Figure 1. Routing congestion.
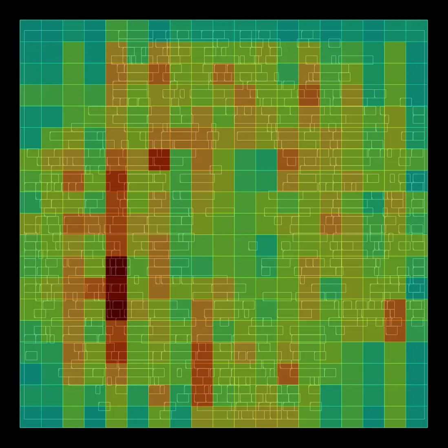
Figure 2. Gate-type map.
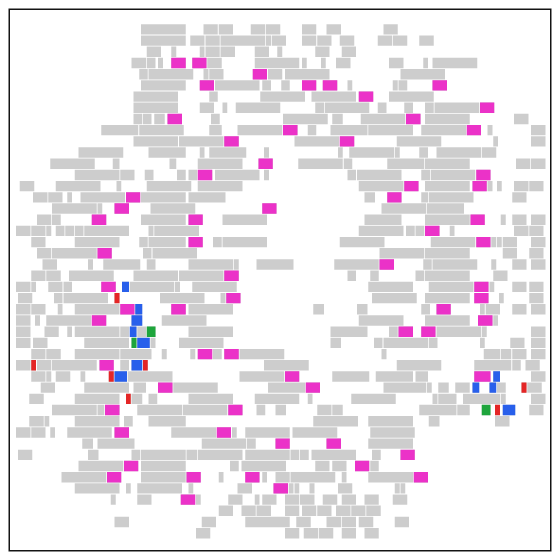
Figure 3. Met4 routing.
Scale bar: 50 µm.
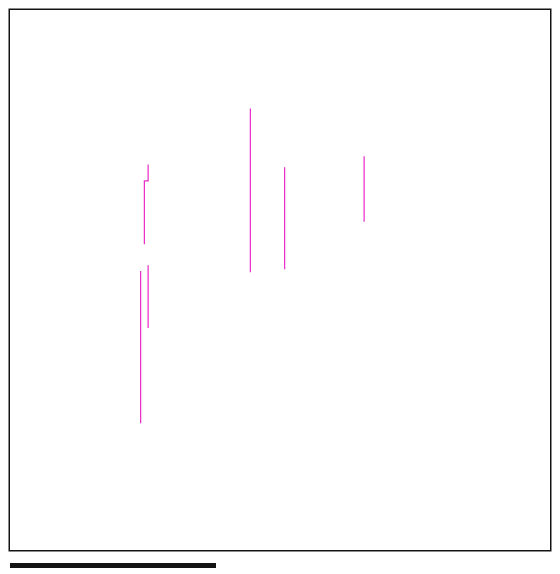
Figure 4. Where the registers sit.
Scale bar: 50 µm. Other sequential cells in the stronger grey, the rest of the logic in the fainter grey.
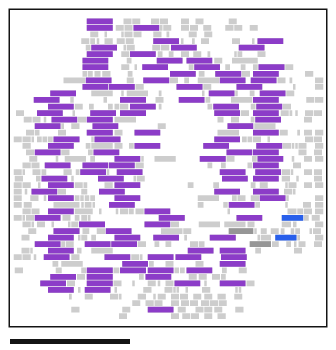
$ cat config.mk
export PLATFORM = sky130hd
export DESIGN_NAME = inst_decode_queue
export DESIGN_NICKNAME = d
export VERILOG_FILES = /design/src/rtl/inst_decode_queue.sv
export SDC_FILE = /design/constraint.sdc
export NUM_CORES = 1
export LEC_CHECK = 0
export CAP_MARGIN = 0
export CORE_UTILIZATION = 35
export DETAILED_ROUTE_END_ITERATION = 16
export PLACE_DENSITY = 0.64
export SLEW_MARGIN = 5
export SYNTH_ARGS = -nofsm -noshare
export SYNTH_HDL_FRONTEND = slang
export SYNTH_SLANG_ARGS = --single-unit
$ cat constraint.sdc
create_clock -name clk -period 15.29 [get_ports clk]
set_input_delay 1.529 -clock clk [delete_from_list [all_inputs] [get_ports clk]]
set_output_delay 1.529 -clock clk [all_outputs]
set_load 0.1 [all_outputs]
$ cat src/rtl/inst_decode_queue.sv
// inst_decode_queue: decodes instruction words as they are accepted from
// fetch and buffers the decoded fields in a DEPTH-entry FIFO. The control
// unit reads the head entry through a valid/ready handshake.
module inst_decode_queue #(
   parameter  int DEPTH  = 2,
   parameter  int INST_W = 32,
   parameter  int OP_W   = 6,
   parameter  int REG_W  = 4,
   localparam int IMM_W  = INST_W - OP_W - 2*REG_W - 2,
   localparam int F_W    = INST_W - OP_W,
   localparam int PTR_W  = $clog2(DEPTH),
   localparam int CNT_W  = $clog2(DEPTH) + 1
) (
   input  logic              clk,
   input  logic              reset,
   input  logic              flush,
   input  logic              in_valid,
   output logic              in_ready,
   input  logic [INST_W-1:0] inst,
   output logic              out_valid,
   input  logic              out_ready,
   output logic [OP_W-1:0]   op_code,
   output logic [2:0]        inst_class,
   output logic [REG_W-1:0]  inst_rd,
   output logic [REG_W-1:0]  inst_rs1,
   output logic [REG_W-1:0]  inst_rs2,
   output logic [IMM_W-1:0]  imm,
   output logic [INST_W-1:0] imm_sext,
   output logic [1:0]        mode,
   output logic [F_W-1:0]    jump_offset,
   output logic [CNT_W-1:0]  count
);

   typedef enum logic [2:0] {
      CL_R   = 3'd0,
      CL_I   = 3'd1,
      CL_J   = 3'd2,
      CL_S   = 3'd3,
      CL_RET = 3'd4,
      CL_ILL = 3'd7
   } class_e;

   typedef struct packed {
      logic [OP_W-1:0]  op;
      class_e           cls;
      logic [REG_W-1:0] rd;
      logic [REG_W-1:0] rs1;
      logic [REG_W-1:0] rs2;
      logic [IMM_W-1:0] imm;
      logic [1:0]       mode;
      logic [F_W-1:0]   joff;
   } entry_t;

   entry_t             mem [DEPTH];
   entry_t             dec;
   entry_t             head;
   logic [PTR_W-1:0]   wr_ptr;
   logic [PTR_W-1:0]   rd_ptr;
   logic [OP_W-1:0]    opc;
   logic               push;
   logic               pop;

   assign opc       = inst[INST_W-1 -: OP_W];
   assign in_ready  = (count < CNT_W'(DEPTH));
   assign out_valid = (count != '0);
   assign push      = in_valid && in_ready;
   assign pop       = out_valid && out_ready;

   // Decode the incoming word; fields unused by its class stay zero.
   // NOTE: every output of a combinational block gets a default first, so
   // no path through the if/else leaves a value held and no latch is inferred.
   always_comb begin
      dec     = '0;
      dec.op  = opc;
      dec.cls = CL_ILL;
      if (opc <= OP_W'(2)) begin
         dec.cls = CL_R;
         dec.rd  = inst[F_W-1 -: REG_W];
         dec.rs1 = inst[F_W-REG_W-1 -: REG_W];
         dec.rs2 = inst[F_W-2*REG_W-1 -: REG_W];
      end else if (opc <= OP_W'(11)) begin
         dec.cls  = CL_I;
         dec.rd   = inst[F_W-1 -: REG_W];
         dec.rs1  = inst[F_W-REG_W-1 -: REG_W];
         dec.imm  = inst[IMM_W+1:2];
         dec.mode = inst[1:0];
      end else if (opc <= OP_W'(13)) begin
         dec.cls  = CL_J;
         dec.joff = inst[F_W-1:0];
      end else if (opc == OP_W'(14)) begin
         dec.cls = CL_RET;
      end else if (opc <= OP_W'(16)) begin
         dec.cls = CL_S;
         dec.rd  = inst[F_W-1 -: REG_W];
      end
   end

   // Pointer and occupancy tracking; flush outranks push and pop.
   // NOTE: clocked state uses non-blocking assignments so every register
   // samples pre-edge values and simulation matches the synthesized flops.
   always_ff @(posedge clk or posedge reset) begin
      if (reset) begin
         wr_ptr <= '0;
         rd_ptr <= '0;
         count  <= '0;
      end else if (flush) begin
         wr_ptr <= '0;
         rd_ptr <= '0;
         count  <= '0;
      end else begin
         if (push) wr_ptr <= wr_ptr + 1'b1;
         if (pop)  rd_ptr <= rd_ptr + 1'b1;
         if (push && !pop)      count <= count + 1'b1;
         else if (pop && !push) count <= count - 1'b1;
      end
   end

   // Entry storage written with the decoded fields of each accepted word.
   // NOTE: the array is deliberately not reset; nothing reads an entry
   // before it is written because outputs are gated by out_valid.
   always_ff @(posedge clk) begin
      if (push && !flush) mem[wr_ptr] <= dec;
   end

   assign head = mem[rd_ptr];

   // Head-entry read mux; all fields read as zero while the queue is empty.
   always_comb begin
      op_code     = '0;
      inst_class  = '0;
      inst_rd     = '0;
      inst_rs1    = '0;
      inst_rs2    = '0;
      imm         = '0;
      mode        = '0;
      jump_offset = '0;
      if (out_valid) begin
         op_code     = head.op;
         inst_class  = head.cls;
         inst_rd     = head.rd;
         inst_rs1    = head.rs1;
         inst_rs2    = head.rs2;
         imm         = head.imm;
         mode        = head.mode;
         jump_offset = head.joff;
      end
   end

   assign imm_sext = {{(INST_W-IMM_W){imm[IMM_W-1]}}, imm};

endmodule

==> deck_impl_summary.md <==
Synthesis and Place & Route Summary

Outcome
  – Status: complete, no violations

Global routing
  – Vias in the first global route: between 3000 and 4000
  – GR Overflow Total: 0
  – Initial antenna violation count: 0
  – GRT Util Overall: 14.0%
  – First-pass GRT wire length: about 18 mm

Detailed routing
  – Drt first-iter violations: just over 200
  – Drt first pass iters: 4
  – Met1 WL: approximately 5.2 mm
  – Drt drc: 0
  – Post-DRT Antenna Nets: 0
  – Vias/cell: between 4 and 5

Synthesis
  – Syn Area/Cell: between 10 and 15 µm²
  – Synth Seq Share: between 60% and 70%
  – Synth warnings: 0
  – Synth top area cells: edfxtp_1 67%, mux2i_1 11%, and2_1 5.1%
  – Ys flop type: edfxtp_1
  – Cell Type Count: 30
  – Post-synth EDFFs: 130
  – Yosys top cell by area: edfxtp_1
  – Synth async-reset ratio: under 10%
  – Post-synthesis cell count: just over 400
  – Syn_nets: approximately 450
  – Synthesized area: 0.00584 mm²
  – Library cell with the highest instance count after synthesis: edfxtp_1

Cells and area
  – Fraction of layout cells with a size suffix above 1: under 10%
  – Number of flip-flops in the largest register: 130
  – FILL cells: between 1000 and 1500
  – Comb area: around 0.0015 mm²
  – Fin area: 0.00776 mm²
  – Top reg by flops: mem
  – Area Growth Syn to Fin: 32.8%
  – Fin nets: approximately 560
  – Largest regs: mem (130), count (2)

Clock tree
  – CTS-repair resized insts: 0
  – Clock Sinks: 134
  – H-tree lvl count: 4
  – Clk root buf: clkbuf_16
  – Cts hold-fix bufs: 0
  – Bufs on Longest Clock Path: 2
  – Setup Buffers After CTS: 0
  – Worst-Skew Late Latency: between 0.4 and 0.5 ns

Timing
  – Final Max Tran Viols: 0
  – Sum Neg Setup Slack: 0 ns
  – Worst setup margin: between 10 and 15 ns
  – Clock skew: about 0.0053 ns
  – Final hold slack: slightly below 0.6 ns
  – Fmax: 0.201 GHz
  – RSZ-0062 raised after global routing: false
  – Post-layout period usage: between 30% and 40%
  – # setup viols final: 0

Power
  – Design Power: 0.00103 W
  – Clock share of power: a little under two fifths
  – Maximum vdd drop: around 0.079 mV
  – Comb pwr share: 21.6%
  – Seq pwr share: roughly 41%
  – Switch Pwr: about 0.00032 W
  – P per Cell Area: around 130 mW/mm²
  – Switching share of power: between 30% and 40%

Worst setup path
  – Reg2Reg Setup Slack: between 10 and 15 ns
  – FF-to-FF path depth: 3
  – Worst r2r src: count[1]$_DFFE_PP0P_
  – Worst setup SP type: flop
  – Worst R2R End: mem[1][42]$_DFFE_PP_
  – Crit path DRT: ~14 ns
  – Worst-path fanout max: 35
  – Crit path arrival time: between 3 and 4 ns

Die
  – Std cell rows: ~46
  – Die Size: roughly 0.017 mm²
  – Core area: roughly 0.016 mm²

Place
  – DP Cell Count: about 720
  – Placement Setup Slack: 10.67 ns
  – Port buffer count: 137
  – DPL Wire Length: just over 7 mm
  – Gpl congestion: approximately 0.76

Worst hold path
  – Hold path cells: 2
  – Hold_sp: wr_ptr$_DFFE_PP0P_
  – Hold Path Sink: wr_ptr$_DFFE_PP0P_

Run
  – Max_cap viols: 0
  – Tool warning count: 26
About Figure 1:
Top Usage Layer GRT: met2
met2 Resource Use GR: 23.0%

About Figure 2:
green -> NAND gates  # cells 3
blue -> inverting AOI/OAI gates  # cells 11
red -> inverters  # cells 7
magenta -> multiplexers  # cells 66, where all over the die
Top cell excl fill/tap: clkdlybuf4s50_1
logic share of the area: 19.1%
Final Non-Filler Cells: 748

About Figure 3:
share of all routed wire = 1.3%
main direction = vertical
Vias: 3452
routed wire length: 11.5 mm

About Figure 4:
purple -> mem  # flops 130, where all over the die
blue -> count  # flops 2
area occupied by registers: 0.00401 mm²
final core utilization: 48.1%
Seq power: 0.000425 W

[routing by layer]
layer | up-vias | global-route usage (%)
li1 | 1645 | -
met1 | 1679 | 17.3
met2 | 115 | 23.0
met3 | 13 | 3.55
met4 | 0 | 6.21
met5 | - | 0
[how the worst max path moves through the flow]
stage / start / end / depth (start not counted)
final: rd_ptr$_DFFE_PP0P_ / imm_sext[27] / 3
after global routing: rd_ptr$_DFFE_PP0P_ / imm_sext[20] / 3
after CTS: rd_ptr$_DFFE_PP0P_ / imm_sext[5] / 4
after detailed placement: rd_ptr$_DFFE_PP0P_ / imm_sext[17] / 3
after global placement: rd_ptr$_DFFE_PP0P_ / imm[5] / 4
after floorplan: in_valid / mem[1][0]$_DFFE_PP_ / 2
[logic make-up (layout without fill, tap and decap cells)]
kind of cell,Yosys count,after routing,synth area share (%)
buffers and inverters,58,180,6.43
and+or+nand+nor,138,138,12.0
xor gates and xnor gates,2,2,0.300
DFF,134,134,68.5
AOI/OAI and AO/OA,12,12,1.37
muxes,66,66,11.3
[worst max-delay path, cell delays in order (launching register included)]
cell	delay (ns)
dfrtp_4	0.81
mux2i_1	0.18
nor2_1	0.73
clkdlybuf4s50_1	1.30
[cell type report]
| type | count | share of cell area [%] |
|---|---|---|
| clock buffers | 17 | 5.48 |
| clock inverters | 14 | 1.77 |
| inverters | 7 | 0.339 |
| multi-input cells | 218 | 19.1 |
| flip-flops and latches | 134 | 51.7 |
| well taps | 216 | 3.48 |
| repair buffers | 142 | 18.2 |
[power groups by stage]
stage                     Sequential (W)  Combinational [W]  Clock, W
final                           0.000425           0.000222  0.000381
after detailed placement        0.000433           0.000224         0
after CTS                       0.000426           0.000224  0.000388
after global placement          0.000432           0.000223         0
after floorplan                 0.000432           0.000177         0
after global routing            0.000427           0.000231  0.000402
Power and IR drop assume default switching activity.
